`src/rtl/uart_tx_arb_pkg.sv`:
```
// Shared types and widths for the UART TX byte-channel arbiter.
// Optional stall timeout is enabled with UART_TX_ARB_TIMEOUT_EN.
package uart_tx_arb_pkg;

  localparam int BYTE_W          = 8;
  localparam int NUM_REQ_DEFAULT = 3;

  typedef enum logic [1:0] {
    IDLE    = 2'd0,
    LOAD    = 2'd1,
    WAIT_HI = 2'd2,
    WAIT_LO = 2'd3
  } arb_state_e;

  function automatic int id_width(input int n);
    return (n > 1) ? $clog2(n) : 1;
  endfunction

  localparam int ID_W = id_width(NUM_REQ_DEFAULT);

endpackage

```
`src/rtl/uart_tx_arbiter_rr_picker.sv`:
```
// Combinational round-robin picker: first set request at or after rr_ptr, with wrap.
module rr_picker
  import uart_tx_arb_pkg::*;
#(
  parameter int NUM_REQ = 3,
  parameter int IDW     = $clog2(NUM_REQ)
) (
  input  logic [NUM_REQ-1:0] req,
  input  logic [IDW-1:0]     rr_ptr,
  output logic [IDW-1:0]     winner,
  output logic               any_valid
);

  logic [NUM_REQ-1:0] hit;
  logic [IDW-1:0]     idx [NUM_REQ];

  // idx[gi] is the requester sitting gi places after rr_ptr (rr_ptr < NUM_REQ, so one wrap is enough)
  for (genvar gi = 0; gi < NUM_REQ; gi++) begin : g_off
    logic [IDW:0] sum;
    assign sum     = {1'b0, rr_ptr} + (IDW+1)'(gi);
    assign idx[gi] = (sum >= (IDW+1)'(NUM_REQ)) ? IDW'(sum - (IDW+1)'(NUM_REQ)) : sum[IDW-1:0];
    assign hit[gi] = req[idx[gi]];
  end

  always_comb begin
    winner    = idx[0];
    any_valid = |hit;
    for (int k = NUM_REQ - 1; k >= 0; k--) begin
      if (hit[k]) winner = idx[k];
    end
  end

endmodule

```
`src/rtl/uart_tx_arbiter.sv`:
```
// Round-robin, packet-locked arbiter sharing one uart_tx byte channel; paces bytes off tx_busy.
// Define UART_TX_ARB_TIMEOUT_EN to revoke a lock stalled mid-packet for TIMEOUT_CYCLES.
module uart_tx_arbiter
  import uart_tx_arb_pkg::*;
#(
  parameter int NUM_REQ        = 3,
  parameter int BUSY_WAIT      = 4,
  parameter int TIMEOUT_CYCLES = 1_000_000
) (
  input  logic                        clk,
  input  logic                        rst,
  input  logic [NUM_REQ-1:0]          req_valid,
  input  logic [BYTE_W*NUM_REQ-1:0]   req_data,
  input  logic [NUM_REQ-1:0]          req_last,
  output logic [NUM_REQ-1:0]          req_ready,
  output logic [BYTE_W-1:0]           tx_data,
  output logic                        tx_start,
  input  logic                        tx_busy,
  output logic                        grant_valid,
  output logic [$clog2(NUM_REQ)-1:0]  grant_id,
  output logic                        err_timeout
);

  localparam int IDW   = $clog2(NUM_REQ);
  localparam int CNT_W = $clog2(BUSY_WAIT + 1);

  arb_state_e          state_q;
  logic [CNT_W-1:0]    cnt_q;
  logic                last_q;
  logic [BYTE_W-1:0]   tx_data_q;
  logic                tx_start_q;
  logic [NUM_REQ-1:0]  req_ready_q;
  logic                grant_valid_q;
  logic [IDW-1:0]      grant_id_q;
  logic [IDW-1:0]      rr_ptr_q;

  logic [IDW-1:0]      winner;
  logic                any_valid;
  logic                holder_valid;
  logic [BYTE_W-1:0]   holder_byte;
  logic                holder_last;
  logic [IDW-1:0]      rr_next_d;
  logic                stall_hit;

  rr_picker #(
    .NUM_REQ (NUM_REQ),
    .IDW     (IDW)
  ) u_picker (
    .req       (req_valid),
    .rr_ptr    (rr_ptr_q),
    .winner    (winner),
    .any_valid (any_valid)
  );

  assign holder_valid = req_valid[grant_id_q];
  assign holder_byte  = req_data[grant_id_q*BYTE_W +: BYTE_W];
  assign holder_last  = req_last[grant_id_q];
  assign rr_next_d    = (grant_id_q == IDW'(NUM_REQ - 1)) ? '0 : grant_id_q + 1'b1;

  function automatic logic [NUM_REQ-1:0] onehot(input logic [IDW-1:0] id);
    onehot = NUM_REQ'(1) << id;
  endfunction

`ifdef UART_TX_ARB_TIMEOUT_EN
  localparam int STALL_W = $clog2(TIMEOUT_CYCLES + 1);

  logic [STALL_W-1:0] stall_q;
  logic               err_q;

  assign stall_hit = (state_q == LOAD) && !holder_valid &&
                     (stall_q == STALL_W'(TIMEOUT_CYCLES - 1));

  always_ff @(posedge clk) begin
    if (rst) begin
      stall_q <= '0;
      err_q   <= 1'b0;
    end else begin
      if (state_q != LOAD || holder_valid || stall_hit) stall_q <= '0;
      else                                              stall_q <= stall_q + 1'b1;
      if (stall_hit) err_q <= 1'b1;
    end
  end

  assign err_timeout = err_q;
`else
  assign stall_hit   = 1'b0;
  assign err_timeout = 1'b0;
`endif

  always_ff @(posedge clk) begin
    if (rst) begin
      state_q       <= IDLE;
      cnt_q         <= '0;
      last_q        <= 1'b0;
      tx_data_q     <= '0;
      tx_start_q    <= 1'b0;
      req_ready_q   <= '0;
      grant_valid_q <= 1'b0;
      grant_id_q    <= '0;
      rr_ptr_q      <= '0;
    end else begin
      tx_start_q <= 1'b0;
      case (state_q)
        IDLE: begin
          // Never grant while a byte (possibly from before reset) is still on the wire
          if (!tx_busy && any_valid) begin
            grant_id_q    <= winner;
            grant_valid_q <= 1'b1;
            req_ready_q   <= onehot(winner);
            state_q       <= LOAD;
          end
        end
        LOAD: begin
          if (holder_valid) begin
            tx_data_q   <= holder_byte;
            last_q      <= holder_last;
            tx_start_q  <= 1'b1;
            req_ready_q <= '0;
            cnt_q       <= '0;
            state_q     <= WAIT_HI;
          end else if (stall_hit) begin
            grant_valid_q <= 1'b0;
            rr_ptr_q      <= rr_next_d;
            req_ready_q   <= '0;
            state_q       <= IDLE;
          end
        end
        WAIT_HI: begin
          if (tx_busy || cnt_q == CNT_W'(BUSY_WAIT - 1)) state_q <= WAIT_LO;
          else                                           cnt_q   <= cnt_q + 1'b1;
        end
        WAIT_LO: begin
          if (!tx_busy) begin
            if (last_q) begin
              grant_valid_q <= 1'b0;
              rr_ptr_q      <= rr_next_d;
              state_q       <= IDLE;
            end else begin
              req_ready_q <= onehot(grant_id_q);
              state_q     <= LOAD;
            end
          end
        end
        default: state_q <= IDLE;
      endcase
    end
  end

  assign req_ready   = req_ready_q;
  assign tx_data     = tx_data_q;
  assign tx_start    = tx_start_q;
  assign grant_valid = grant_valid_q;
  assign grant_id    = grant_id_q;

endmodule

```
`config.mk`:
```
export PLATFORM = sky130hd
export DESIGN_NAME = uart_tx_arbiter
export DESIGN_NICKNAME = d
export VERILOG_FILES = /design/src/rtl/uart_tx_arb_pkg.sv /design/src/rtl/uart_tx_arbiter_rr_picker.sv /design/src/rtl/uart_tx_arbiter.sv
export SDC_FILE = /design/constraint.sdc
export NUM_CORES = 1
export LEC_CHECK = 0
export CAP_MARGIN = 20
export CELL_PAD_IN_SITES_DETAIL_PLACEMENT = 2
export CELL_PAD_IN_SITES_GLOBAL_PLACEMENT = 2
export CORE_MARGIN = 5
export CORE_UTILIZATION = 28
export DETAILED_ROUTE_END_ITERATION = 10
export PLACE_DENSITY = 0.82
export SLEW_MARGIN = 20
export SYNTH_ARGS = -nofsm -noshare
export SYNTH_HDL_FRONTEND = slang
export SYNTH_SLANG_ARGS = --single-unit
```
`constraint.sdc`:
```
create_clock -name clk -period 3.3 [get_ports clk]
set_input_delay 0.33 -clock clk [delete_from_list [all_inputs] [get_ports clk]]
set_output_delay 0.33 -clock clk [all_outputs]
set_load 0.02 [all_outputs]
```
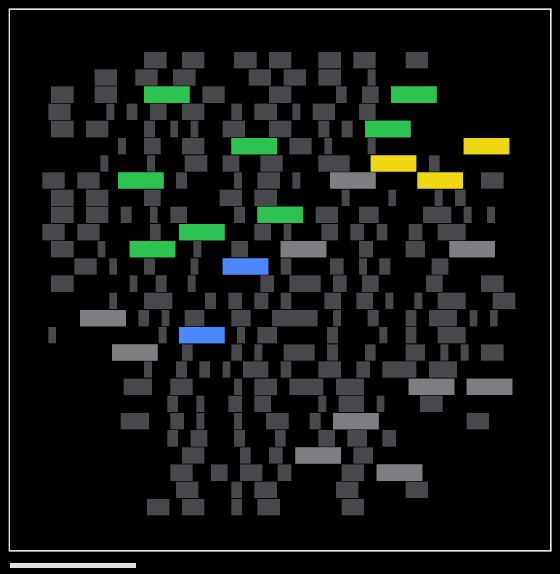
Figure 1: where the registers sit.
Scale bar: 20 um.
legend:
  blue:
    name_in_the_netlist: `grant_id`
    flops: 2
  green:
    name_in_the_netlist: `tx_data`
    flops: 8
  yellow:
    name_in_the_netlist: `cnt_q`
    flops: 3
not coloured: 10
sequential cell area share: 21.7%
Seq power: 0.404 mW
Seq. cell area: 460 um2
post-layout util: 38.6%

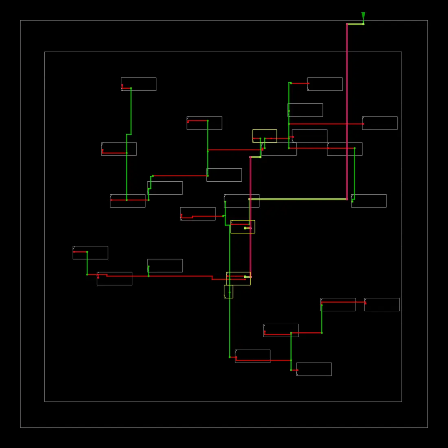
Figure 2: clock nets.
layout sequential cell count: 23
Skew-Pair Late Insertion Delay: 270 ps
clock buffer count in the final layout: 3
cts bufs inserted: 3

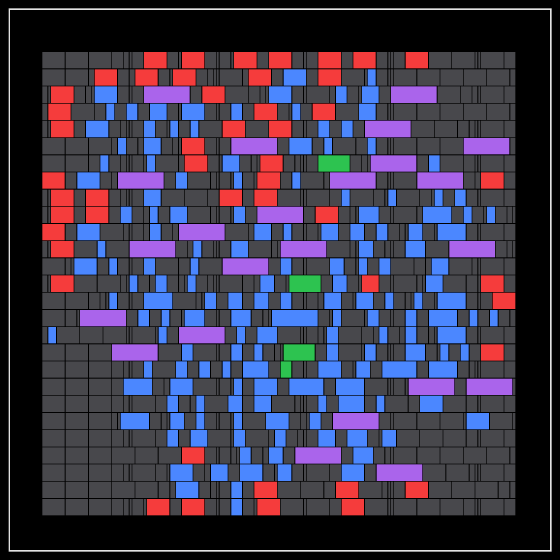
Figure 3: cells coloured by class.
Fill, decap, tap and diode cells in grey.
legend:
  green:
    class: clock drivers and dummy loads
    cells: 4
  red:
    class: other buffers and delay cells
    cells: 48
  purple:
    class: flops
    cells: 23
  blue:
    class: combinational and other logic
    cells: 160
final design instance area without fill: 2130 um2
core region area: 5510 um2
Rows: 27

==> flow_summary.rst <==
Metrics
=======

.. list-table::
   :header-rows: 1

   * - Metric
     - Value
   * - Cell area power density
     - 538 nW/um2
   * - Worst endpoint required time
     - 3480 ps
   * - Number of synthesized register bits
     - 23
   * - Fraction of power consumed by combinational cells
     - 48.1%
   * - Min-Delay Path Depth
     - 2
   * - GPL Wtd Cong
     - 0.830
   * - Asr flop ratio synth
     - 0%
   * - Number of hold buffers added after cts
     - 0
   * - Share of final layout cell area taken by non-clock buffers
     - 22.5%
   * - First-pass iteration count of the detailed router
     - 4
   * - Count of library flops with an enable pin
     - 0
   * - Crit path max-delay family
     - flip-flops
   * - WL met1
     - 2220 um
   * - R2r startpoint
     - grant_id[0]
   * - Num tapcells
     - 72
   * - Height of the die
     - 85.5 um
   * - Combinational power
     - 0.550 mW
   * - Setup slack of the worst register-to-register path
     - 1030 ps
   * - Endpoint class of the critical path
     - flop
   * - Number of logic inverters in the finished layout
     - 15
   * - Pin count of the biggest net entering global routing
     - 19
   * - Sink count of the clock tree
     - 23
   * - Yosys xor share
     - 0%
   * - List of cells traversed by the critical path
     - mux2i_1 > o21ai_1 > and2_1 > nor2_1 > a211oi_1
   * - Global-route met3 utilization
     - 1.75%
   * - 1st-iter DRT viols
     - 28
   * - Fin crit share
     - 68.8%
   * - Clk root buf
     - clkbuf_8
   * - CP max stage cell
     - dfxtp_1
   * - Synth Area in Compound Gates
     - 25.8%
   * - Synth cell types
     - 47
   * - Tmin final
     - 2270 ps
   * - Synthesized-area fraction occupied by and/or/nand/nor cells
     - 19.6%
   * - Final-report hold violation count
     - 0
   * - Number of cells in Yosys stat
     - 197
   * - Group with the largest share of power
     - combinational cells
   * - Clock tree buffer depth
     - 2
   * - Standard cell area after detailed placement
     - 2080 um2
   * - Die Size
     - 7310 um2
   * - Count of non-filler cells in the finished layout
     - 307
   * - Top library cells by usage in the layout, fill and taps aside
     - clkdlybuf4s50_1 (47), nor2_1 (25), dfxtp_1 (23), a21oi_1 (22)
   * - Post-synthesis average cell area
     - 8.10 um2
   * - Count of instances resized after the clock tree is built
     - 0
   * - Amount of wire on met3 after detailed routing
     - 115 um
   * - Most common cell in the synthesized netlist
     - nor2_1
   * - Clock tree from TritonCTS
     - yes
   * - Count of antenna-violating nets left after detailed routing
     - 0
   * - Commonest Layout Cell
     - clkdlybuf4s50_1
   * - Worst Hold Launch
     - cnt_q[1]
   * - Count of yosys warnings during synthesis
     - 0
   * - Antenna fix cells
     - 0
   * - Topmost layer with routed signal wires
     - met4
   * - Remaining max-slew budget at the tightest pin
     - 46.6%
   * - Total number of cells along the worst setup path
     - 5
   * - Bufs and invs on worst path
     - 0
   * - H-tree levels
     - 1
   * - Die outline width
     - 85.5 um
   * - Layout overhead on the synthesized area
     - 33.3%
   * - Post-place setup slack
     - 920 ps
   * - Proportion of synthesized chip area in sequential cells
     - 28.9%
   * - Setup tns final
     - 0 ps
   * - Avg Vias per Cell
     - 5.19
   * - Placed cells
     - 303
   * - Overflow left after global routing
     - 0
   * - Setup slack of the critical path after layout
     - 1030 ps
   * - Endpoint of the worst hold-timing path
     - cnt_q[1]
   * - Worst Path Max Fanout
     - 18
   * - Number of nets at the end of the flow
     - 278
   * - Fraction of final layout cells sized beyond drive strength 1
     - 6.38%
   * - Tool warnings
     - 31
   * - Hold WS
     - 467 ps
   * - Top cell area share
     - 28.9%
   * - Outcome
     - completed
   * - Most utilized layer in the global route result
     - met2
   * - Cell class ranked first by area
     - multi-input combinational cells
   * - Unrepaired setup endpoints after global routing
     - no
   * - Cell types with the highest counts after synthesis
     - nor2_1 (25), dfxtp_1 (23), a21oi_1 (22)
   * - Net switching component of the power
     - 0.468 mW
   * - Number of inserted filler cells in the final layout
     - 629
   * - Worst reg2reg path endpoint
     - tx_data[2]
   * - P_leak
     - 0.784 nW
   * - Path class of the lowest-slack min-delay path
     - flop to flop
   * - Floorplan net count
     - 239
   * - Half-perimeter wire length after placement
     - 3940 um
   * - Clk pin slew, worst setup/hold paths
     - 90 ps
   * - Actual slew at the worst max-slew pin
     - 800 ps
   * - Boundary pin count
     - 49
   * - Dominant kind of combinational cell
     - AND-OR/OR-AND gates
   * - FMAX
     - 0.441 GHz
   * - Sequential share of power
     - 35.4%
   * - Number of antenna violations at the first check in global routing
     - 0
   * - Fraction of the core area occupied by cells at floorplan
     - 29.0%
   * - Count of port buffers added during placement
     - 47
   * - Multi-input gate share of the layout cell area
     - 46.7%
   * - First-pass GRT wire length
     - 8540 um
   * - Most area-consuming cells after synthesis
     - dfxtp_1 (29%), mux2i_1 (8.8%), ha_1 (7.1%)
   * - Data arrival time at the worst-slack endpoint
     - 2450 ps
   * - Setup Viol. Count Final
     - 0
   * - Synthesized-area fraction occupied by adder cells
     - 7.06%
   * - Reg2Reg Depth
     - 5
   * - CP Class
     - flop to flop
   * - Pins over their slew limit
     - 0
   * - Count of buffers added by post-CTS timing repair for setup
     - 0
   * - Switching share of power
     - 41.0%
   * - Post-synthesis cell area
     - 1600 um2
   * - Slowest Stage Delay on Critical Path
     - 850 ps
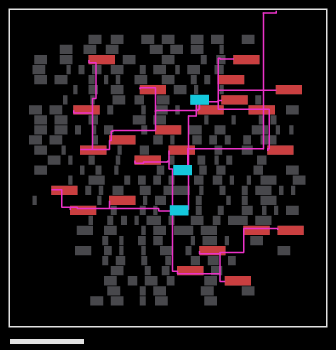
Figure 4: clock distribution.
Scale bar: 20 um.
legend:
  red:
    item: flip-flops
    count: 23
  magenta:
    item: clock wires
    length: 404 um
  cyan:
    item: clock drivers
    count: 3
routed clock nets: 4
worst clock skew: 1.88 ps
clock group share of total power: 16.5%
P_clk: 0.188 mW

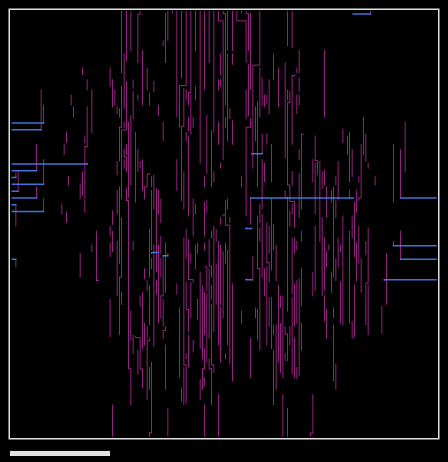
Figure 5: routed metal, one colour a layer.
Scale bar: 20 um. Only two layers are drawn.
legend:
  magenta:
    layer: metal 2
    wire_length: 2660 um
  blue:
    layer: metal 3
    wire_length: 116 um
global routing usage summed across all routing layers: 14.2%
via count of the routed design: 1594
wire length after detailed routing: 5060 um
final routed wire length divided by cell count: 16.5 um

No activity file was given, so power comes from the tool's default toggle rates.
